**src/rtl/ifu_fetch_ctrl_if.sv**
```systemverilog
// Fetch-control bus: pcGen fetch PC/stall/redirect, I-cache req/rsp, decode handoff.
// slave = fetch controller side, master = surrounding pipeline/environment side.
interface ifu_fetch_ctrl_if #(
    parameter int MXLEN = 32
);
    logic [MXLEN-1:0] i_pcGen_fetch_pc;
    logic             i_pcGen_fetch_valid;
    logic             o_fetch_pcGen_stall;
    logic             i_pcRedirect_fetch_flush;
    logic             o_fetch_icache_req_valid;
    logic [MXLEN-1:0] o_fetch_icache_req_pc;
    logic             i_icache_fetch_req_ready;
    logic             i_icache_fetch_rsp_valid;
    logic [127:0]     i_icache_fetch_rsp_data;
    logic             i_icache_fetch_rsp_err;
    logic             o_fetch_dec_valid;
    logic [MXLEN-1:0] o_fetch_dec_pc;
    logic [127:0]     o_fetch_dec_instr;
    logic [3:0]       o_fetch_dec_mask;
    logic             o_fetch_dec_err;
    logic             i_dec_fetch_ready;

    modport slave (
        input  i_pcGen_fetch_pc, i_pcGen_fetch_valid, i_pcRedirect_fetch_flush,
        input  i_icache_fetch_req_ready, i_icache_fetch_rsp_valid,
        input  i_icache_fetch_rsp_data, i_icache_fetch_rsp_err, i_dec_fetch_ready,
        output o_fetch_pcGen_stall, o_fetch_icache_req_valid, o_fetch_icache_req_pc,
        output o_fetch_dec_valid, o_fetch_dec_pc, o_fetch_dec_instr,
        output o_fetch_dec_mask, o_fetch_dec_err
    );

    modport master (
        output i_pcGen_fetch_pc, i_pcGen_fetch_valid, i_pcRedirect_fetch_flush,
        output i_icache_fetch_req_ready, i_icache_fetch_rsp_valid,
        output i_icache_fetch_rsp_data, i_icache_fetch_rsp_err, i_dec_fetch_ready,
        input  o_fetch_pcGen_stall, o_fetch_icache_req_valid, o_fetch_icache_req_pc,
        input  o_fetch_dec_valid, o_fetch_dec_pc, o_fetch_dec_instr,
        input  o_fetch_dec_mask, o_fetch_dec_err
    );
endinterface

```
**src/rtl/ifu_fetch_ctrl.sv**
```systemverilog
// Fetch controller: issues I-cache block requests from the fetch PC, tracks
// in-flight requests, buffers returned blocks for decode, drops stale data after flush.
// Ports: i_clk, i_rst_n (async active-low), bus (ifu_fetch_ctrl_if.slave).
module ifu_fetch_ctrl #(
    parameter int MXLEN      = 32,
    parameter int MAX_OUTST  = 2,
    parameter int FBUF_DEPTH = 4
) (
    input  logic             i_clk,
    input  logic             i_rst_n,
    ifu_fetch_ctrl_if.slave  bus
);
    localparam int OW = $clog2(MAX_OUTST + 1);
    localparam int PW = (MAX_OUTST > 1) ? $clog2(MAX_OUTST) : 1;
    localparam int BW = (FBUF_DEPTH > 1) ? $clog2(FBUF_DEPTH) : 1;
    localparam int CW = $clog2(FBUF_DEPTH + 1);
    localparam logic [7:0]    FB_LIM  = 8'(FBUF_DEPTH);
    localparam logic [OW-1:0] OUT_LIM = OW'(MAX_OUTST);
    localparam logic [PW-1:0] PC_LAST = PW'(MAX_OUTST - 1);

    typedef enum logic [1:0] {RUN, DRAIN, HALT} state_e;

    state_e           state_q, state_d;
    logic [OW-1:0]    outst_q, outst_d;
    logic [OW-1:0]    drop_q, drop_d;
    logic [MXLEN-1:0] pcf_q [MAX_OUTST];
    logic [PW-1:0]    pcf_wp_q, pcf_wp_d;
    logic [PW-1:0]    pcf_rp_q, pcf_rp_d;
    logic [MXLEN-1:0] fb_pc_q [FBUF_DEPTH];
    logic [127:0]     fb_data_q [FBUF_DEPTH];
    logic             fb_err_q [FBUF_DEPTH];
    logic [BW-1:0]    fb_wp_q, fb_wp_d;
    logic [BW-1:0]    fb_rp_q, fb_rp_d;
    logic [CW-1:0]    fb_cnt_q, fb_cnt_d;

    logic       flush, rsp, acc, enq, deq, dropping, can_issue, req_valid, dec_valid;
    logic [7:0] used;
    logic [MXLEN-1:0] pc_head, head_pc;

    assign flush    = bus.i_pcRedirect_fetch_flush;
    assign rsp      = bus.i_icache_fetch_rsp_valid;
    assign dropping = (drop_q != '0);
    // In-flight requests reserve buffer slots so a response never overflows.
    assign used      = 8'(outst_q) + 8'(fb_cnt_q);
    assign can_issue = (state_q == RUN) && (used < FB_LIM) && (outst_q < OUT_LIM);
    // Reset gating keeps req_valid low while rst_n is held, independent of inputs.
    assign req_valid = bus.i_pcGen_fetch_valid & can_issue & ~flush & i_rst_n;
    assign acc       = req_valid & bus.i_icache_fetch_req_ready;
    assign dec_valid = (fb_cnt_q != '0);
    assign enq       = rsp & ~flush & ~dropping;
    assign deq       = dec_valid & bus.i_dec_fetch_ready & ~flush;
    assign pc_head   = pcf_q[pcf_rp_q];
    assign head_pc   = fb_pc_q[fb_rp_q];

    assign bus.o_fetch_icache_req_valid = req_valid;
    assign bus.o_fetch_icache_req_pc    = {bus.i_pcGen_fetch_pc[MXLEN-1:4], 4'b0};
    assign bus.o_fetch_pcGen_stall      = ~acc;
    assign bus.o_fetch_dec_valid        = dec_valid;
    assign bus.o_fetch_dec_pc           = head_pc;
    assign bus.o_fetch_dec_instr        = fb_data_q[fb_rp_q];
    assign bus.o_fetch_dec_mask         = 4'b1111 << head_pc[3:2];
    assign bus.o_fetch_dec_err          = dec_valid & fb_err_q[fb_rp_q];

    function automatic logic [PW-1:0] pcf_nxt(input logic [PW-1:0] p);
        return (p == PC_LAST) ? '0 : p + PW'(1);
    endfunction

    always_comb begin
        state_d  = state_q;
        outst_d  = outst_q;
        drop_d   = drop_q;
        pcf_wp_d = pcf_wp_q;
        pcf_rp_d = pcf_rp_q;
        fb_wp_d  = fb_wp_q;
        fb_rp_d  = fb_rp_q;
        fb_cnt_d = fb_cnt_q;
        if (flush) begin
            // Everything still in flight after this cycle is stale.
            outst_d  = outst_q - OW'(rsp);
            drop_d   = outst_d;
            state_d  = (outst_d != '0) ? DRAIN : RUN;
            pcf_wp_d = '0;
            pcf_rp_d = '0;
            fb_wp_d  = '0;
            fb_rp_d  = '0;
            fb_cnt_d = '0;
        end else begin
            outst_d = outst_q + OW'(acc) - OW'(rsp);
            if (acc)             pcf_wp_d = pcf_nxt(pcf_wp_q);
            if (rsp && !dropping) pcf_rp_d = pcf_nxt(pcf_rp_q);
            if (enq)             fb_wp_d  = fb_wp_q + BW'(1);
            if (deq)             fb_rp_d  = fb_rp_q + BW'(1);
            fb_cnt_d = fb_cnt_q + CW'(enq) - CW'(deq);
            unique case (state_q)
                RUN: begin
                    if (enq && bus.i_icache_fetch_rsp_err) state_d = HALT;
                end
                DRAIN: begin
                    if (rsp) begin
                        drop_d = drop_q - OW'(1);
                        if (drop_q == OW'(1)) state_d = RUN;
                    end
                end
                HALT: begin
                    state_d = HALT;
                end
                default: state_d = RUN;
            endcase
        end
    end

    always_ff @(posedge i_clk or negedge i_rst_n) begin
        if (!i_rst_n) begin
            state_q  <= RUN;
            outst_q  <= '0;
            drop_q   <= '0;
            pcf_wp_q <= '0;
            pcf_rp_q <= '0;
            fb_wp_q  <= '0;
            fb_rp_q  <= '0;
            fb_cnt_q <= '0;
        end else begin
            state_q  <= state_d;
            outst_q  <= outst_d;
            drop_q   <= drop_d;
            pcf_wp_q <= pcf_wp_d;
            pcf_rp_q <= pcf_rp_d;
            fb_wp_q  <= fb_wp_d;
            fb_rp_q  <= fb_rp_d;
            fb_cnt_q <= fb_cnt_d;
        end
    end

    always_ff @(posedge i_clk or negedge i_rst_n) begin
        if (!i_rst_n) begin
            for (int i = 0; i < MAX_OUTST; i++) pcf_q[i] <= '0;
        end else if (acc) begin
            pcf_q[pcf_wp_q] <= bus.i_pcGen_fetch_pc;
        end
    end

    always_ff @(posedge i_clk or negedge i_rst_n) begin
        if (!i_rst_n) begin
            for (int i = 0; i < FBUF_DEPTH; i++) begin
                fb_pc_q[i]   <= '0;
                fb_data_q[i] <= '0;
                fb_err_q[i]  <= 1'b0;
            end
        end else if (enq) begin
            fb_pc_q[fb_wp_q]   <= pc_head;
            fb_data_q[fb_wp_q] <= bus.i_icache_fetch_rsp_data;
            fb_err_q[fb_wp_q]  <= bus.i_icache_fetch_rsp_err;
        end
    end

    a_rsp_has_req: assert property (
        @(posedge i_clk) disable iff (!i_rst_n) rsp |-> (outst_q != '0));
endmodule

```
**src/flat_wrapper.sv**
```systemverilog
// flat-port wrapper written by rule: the top's interface ports become plain ports
module ifu_fetch_ctrl_flat 
#(
    parameter int MXLEN      = 32,
    parameter int MAX_OUTST  = 2,
    parameter int FBUF_DEPTH = 4
)
  (i_clk, i_rst_n, bus_i_pcGen_fetch_pc, bus_i_pcGen_fetch_valid, bus_i_pcRedirect_fetch_flush, bus_i_icache_fetch_req_ready, bus_i_icache_fetch_rsp_valid, bus_i_icache_fetch_rsp_data, bus_i_icache_fetch_rsp_err, bus_i_dec_fetch_ready, bus_o_fetch_pcGen_stall, bus_o_fetch_icache_req_valid, bus_o_fetch_icache_req_pc, bus_o_fetch_dec_valid, bus_o_fetch_dec_pc, bus_o_fetch_dec_instr, bus_o_fetch_dec_mask, bus_o_fetch_dec_err);
  ifu_fetch_ctrl_if #(.MXLEN(MXLEN)) bus_i ();
  input  logic i_clk;
  input  logic i_rst_n;
  input wire logic [$bits(bus_i.i_pcGen_fetch_pc)-1:0] bus_i_pcGen_fetch_pc;
  input wire logic [$bits(bus_i.i_pcGen_fetch_valid)-1:0] bus_i_pcGen_fetch_valid;
  input wire logic [$bits(bus_i.i_pcRedirect_fetch_flush)-1:0] bus_i_pcRedirect_fetch_flush;
  input wire logic [$bits(bus_i.i_icache_fetch_req_ready)-1:0] bus_i_icache_fetch_req_ready;
  input wire logic [$bits(bus_i.i_icache_fetch_rsp_valid)-1:0] bus_i_icache_fetch_rsp_valid;
  input wire logic [$bits(bus_i.i_icache_fetch_rsp_data)-1:0] bus_i_icache_fetch_rsp_data;
  input wire logic [$bits(bus_i.i_icache_fetch_rsp_err)-1:0] bus_i_icache_fetch_rsp_err;
  input wire logic [$bits(bus_i.i_dec_fetch_ready)-1:0] bus_i_dec_fetch_ready;
  output wire logic [$bits(bus_i.o_fetch_pcGen_stall)-1:0] bus_o_fetch_pcGen_stall;
  output wire logic [$bits(bus_i.o_fetch_icache_req_valid)-1:0] bus_o_fetch_icache_req_valid;
  output wire logic [$bits(bus_i.o_fetch_icache_req_pc)-1:0] bus_o_fetch_icache_req_pc;
  output wire logic [$bits(bus_i.o_fetch_dec_valid)-1:0] bus_o_fetch_dec_valid;
  output wire logic [$bits(bus_i.o_fetch_dec_pc)-1:0] bus_o_fetch_dec_pc;
  output wire logic [$bits(bus_i.o_fetch_dec_instr)-1:0] bus_o_fetch_dec_instr;
  output wire logic [$bits(bus_i.o_fetch_dec_mask)-1:0] bus_o_fetch_dec_mask;
  output wire logic [$bits(bus_i.o_fetch_dec_err)-1:0] bus_o_fetch_dec_err;
  assign bus_i.i_pcGen_fetch_pc = bus_i_pcGen_fetch_pc;
  assign bus_i.i_pcGen_fetch_valid = bus_i_pcGen_fetch_valid;
  assign bus_i.i_pcRedirect_fetch_flush = bus_i_pcRedirect_fetch_flush;
  assign bus_i.i_icache_fetch_req_ready = bus_i_icache_fetch_req_ready;
  assign bus_i.i_icache_fetch_rsp_valid = bus_i_icache_fetch_rsp_valid;
  assign bus_i.i_icache_fetch_rsp_data = bus_i_icache_fetch_rsp_data;
  assign bus_i.i_icache_fetch_rsp_err = bus_i_icache_fetch_rsp_err;
  assign bus_i.i_dec_fetch_ready = bus_i_dec_fetch_ready;
  assign bus_o_fetch_pcGen_stall = bus_i.o_fetch_pcGen_stall;
  assign bus_o_fetch_icache_req_valid = bus_i.o_fetch_icache_req_valid;
  assign bus_o_fetch_icache_req_pc = bus_i.o_fetch_icache_req_pc;
  assign bus_o_fetch_dec_valid = bus_i.o_fetch_dec_valid;
  assign bus_o_fetch_dec_pc = bus_i.o_fetch_dec_pc;
  assign bus_o_fetch_dec_instr = bus_i.o_fetch_dec_instr;
  assign bus_o_fetch_dec_mask = bus_i.o_fetch_dec_mask;
  assign bus_o_fetch_dec_err = bus_i.o_fetch_dec_err;
  ifu_fetch_ctrl #(.MXLEN(MXLEN), .MAX_OUTST(MAX_OUTST), .FBUF_DEPTH(FBUF_DEPTH)) u_core (.i_clk(i_clk), .i_rst_n(i_rst_n), .bus(bus_i));
endmodule
```
**config.mk**
```make
export PLATFORM = sky130hd
export DESIGN_NAME = ifu_fetch_ctrl_flat
export DESIGN_NICKNAME = d
export VERILOG_FILES = /design/src/rtl/ifu_fetch_ctrl_if.sv /design/src/rtl/ifu_fetch_ctrl.sv /design/src/flat_wrapper.sv
export SDC_FILE = /design/constraint.sdc
export NUM_CORES = 1
export LEC_CHECK = 0
export ABC_AREA = 1
export ABC_CLOCK_PERIOD_IN_PS = 3150
export CORE_MARGIN = 2
export CORE_UTILIZATION = 42
export CTS_BUF_LIST = sky130_fd_sc_hd__clkbuf_16
export CTS_CLUSTER_DIAMETER = 120
export DETAILED_ROUTE_END_ITERATION = 12
export GPL_TIMING_DRIVEN = 1
export SKIP_CTS_REPAIR_TIMING = 1
export SYNTH_ARGS = -nofsm -noshare
export SYNTH_HDL_FRONTEND = slang
export SYNTH_SLANG_ARGS = --single-unit
export TNS_END_PERCENT = 20
```
**constraint.sdc**
```tcl
create_clock -name i_clk -period 3.15 [get_ports i_clk]
set_input_delay 0.4725 -clock i_clk [delete_from_list [all_inputs] [get_ports i_clk]]
set_output_delay 0.4725 -clock i_clk [all_outputs]
set_load 0.05 [all_outputs]
```
**I/O pins on the die edge**

Drawn at 1.5 px/um. Pins as bars across the die edge, other pins in gray.
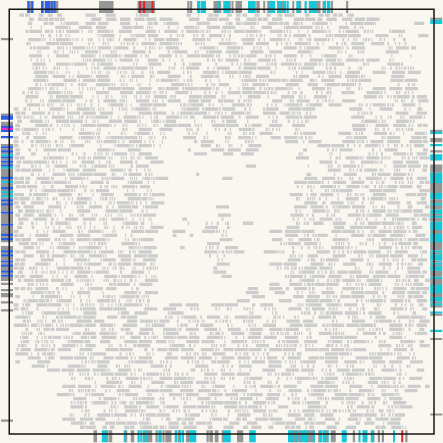
color	port	pins	direction	edge
blue	bus_i_pcGen_fetch_pc	32	input	24 left, 8 top
magenta	bus_i_icache_fetch_req_ready	1	input	left
red	bus_o_fetch_dec_mask	4	output	3 top, 1 bottom
cyan	bus_o_fetch_dec_instr	128	output	47 bottom, 44 right, 32 top, 5 left
all pins by edge	101 bottom, 98 top, 87 right, 82 left

**Clock wiring as the flow saved it**

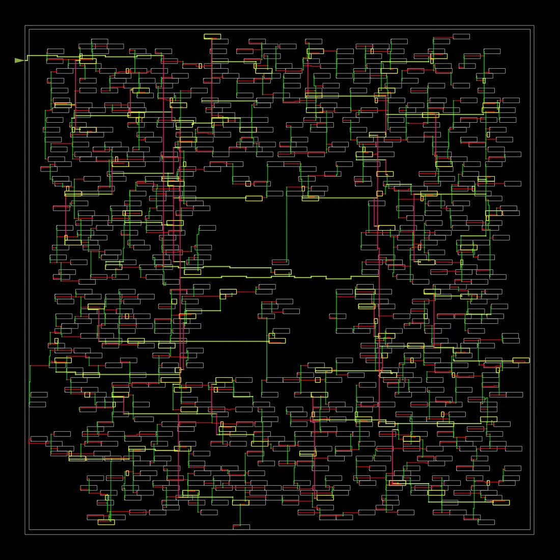
final sequential cell count: 723
Worst Skew: 24.9 ps
number of clock buffers in the layout: 83
power of the clock network: 8.67 mW
Late-Pin Clk Latency: 620 ps

==> flow_metrics.env <==
# source this file to load flow results
export IMPL_outcome="finished, final reports clean"
export IMPL_post_route_cells_drive_above_1_share_pct=8.80
export IMPL_post_synth_instance_area_um2=32500
export IMPL_wl_met3_um=4920
export IMPL_syn_to_final_growth_pct=23.6
export IMPL_global_route_usage_total_pct=22.1
export IMPL_detailed_place_hpwl_um=52500
export IMPL_io_pins=368
export IMPL_flip_flop_count_of_the_largest_register_all_copies_and_words_added=512
export IMPL_class_of_the_tightest_hold_or_removal_check="input port to asynchronous set/reset pin"
export IMPL_io_buffer_count=362
export IMPL_floorplan_die_height_um=282
export IMPL_timing_fmax_mhz=330
export IMPL_routabilityCongestion=0.784
export IMPL_combinationalPower_mw=21.4
export IMPL_final_signal_buffer_count=424
export IMPL_placement_setup_worst_slack_ps=565
export IMPL_route_antenna_remaining_nets=0
export IMPL_bufAreaShareNonClock_pct=15.1
export IMPL_final_layout_top_logic_cell="sky130_fd_sc_hd__nand2_1"
export IMPL_dpl_instance_area_um2=37800
export IMPL_synthSimpleGateAreaFrac_pct=19.0
export IMPL_comb_cell_share_pct=29.1
export IMPL_logic_area_um2=11700
export IMPL_netSwitchingFraction_pct=41.0
export IMPL_max_vdd_ir_drop_mv=0.632
export IMPL_yosysWarnings=0
export IMPL_tritoncts_num_sinks=723
export IMPL_globalRouteMet2Util_pct=35.5
export IMPL_dr_wl_met2_um=40600
export IMPL_layout_clock_cell_area_share_pct=5.92
export IMPL_global_route_peak_usage_layer="met2"
export IMPL_report_final_setup_viol=0
export IMPL_registers_top_by_ff_count="u_core.fb_data_q"
export IMPL_detail_route_wl_per_cell_um=17.2
export IMPL_max_cap_violations=0
export IMPL_floorplanUtilization_pct=42.2
export IMPL_yosys_register_bits=723
export IMPL_power_leader="combinational logic"
export IMPL_clockRootBuffer="sky130_fd_sc_hd__clkbuf_16"
export IMPL_power_leakage_nw=19.7
export IMPL_dominantRegCellSynth="sky130_fd_sc_hd__dfrtp_1"
export IMPL_arrival_ps=2560
export IMPL_syn_mean_instance_area_um2=8.56
export IMPL_yosys_cell_count_top_type="sky130_fd_sc_hd__nand2_1"
export IMPL_worst_r2r_endpoint="u_core.fb_cnt_q[2]"
export IMPL_logic_gate_count=2602
export IMPL_yosys_stat_chipArea_um2=32500
Power and IR drop assume default switching activity.
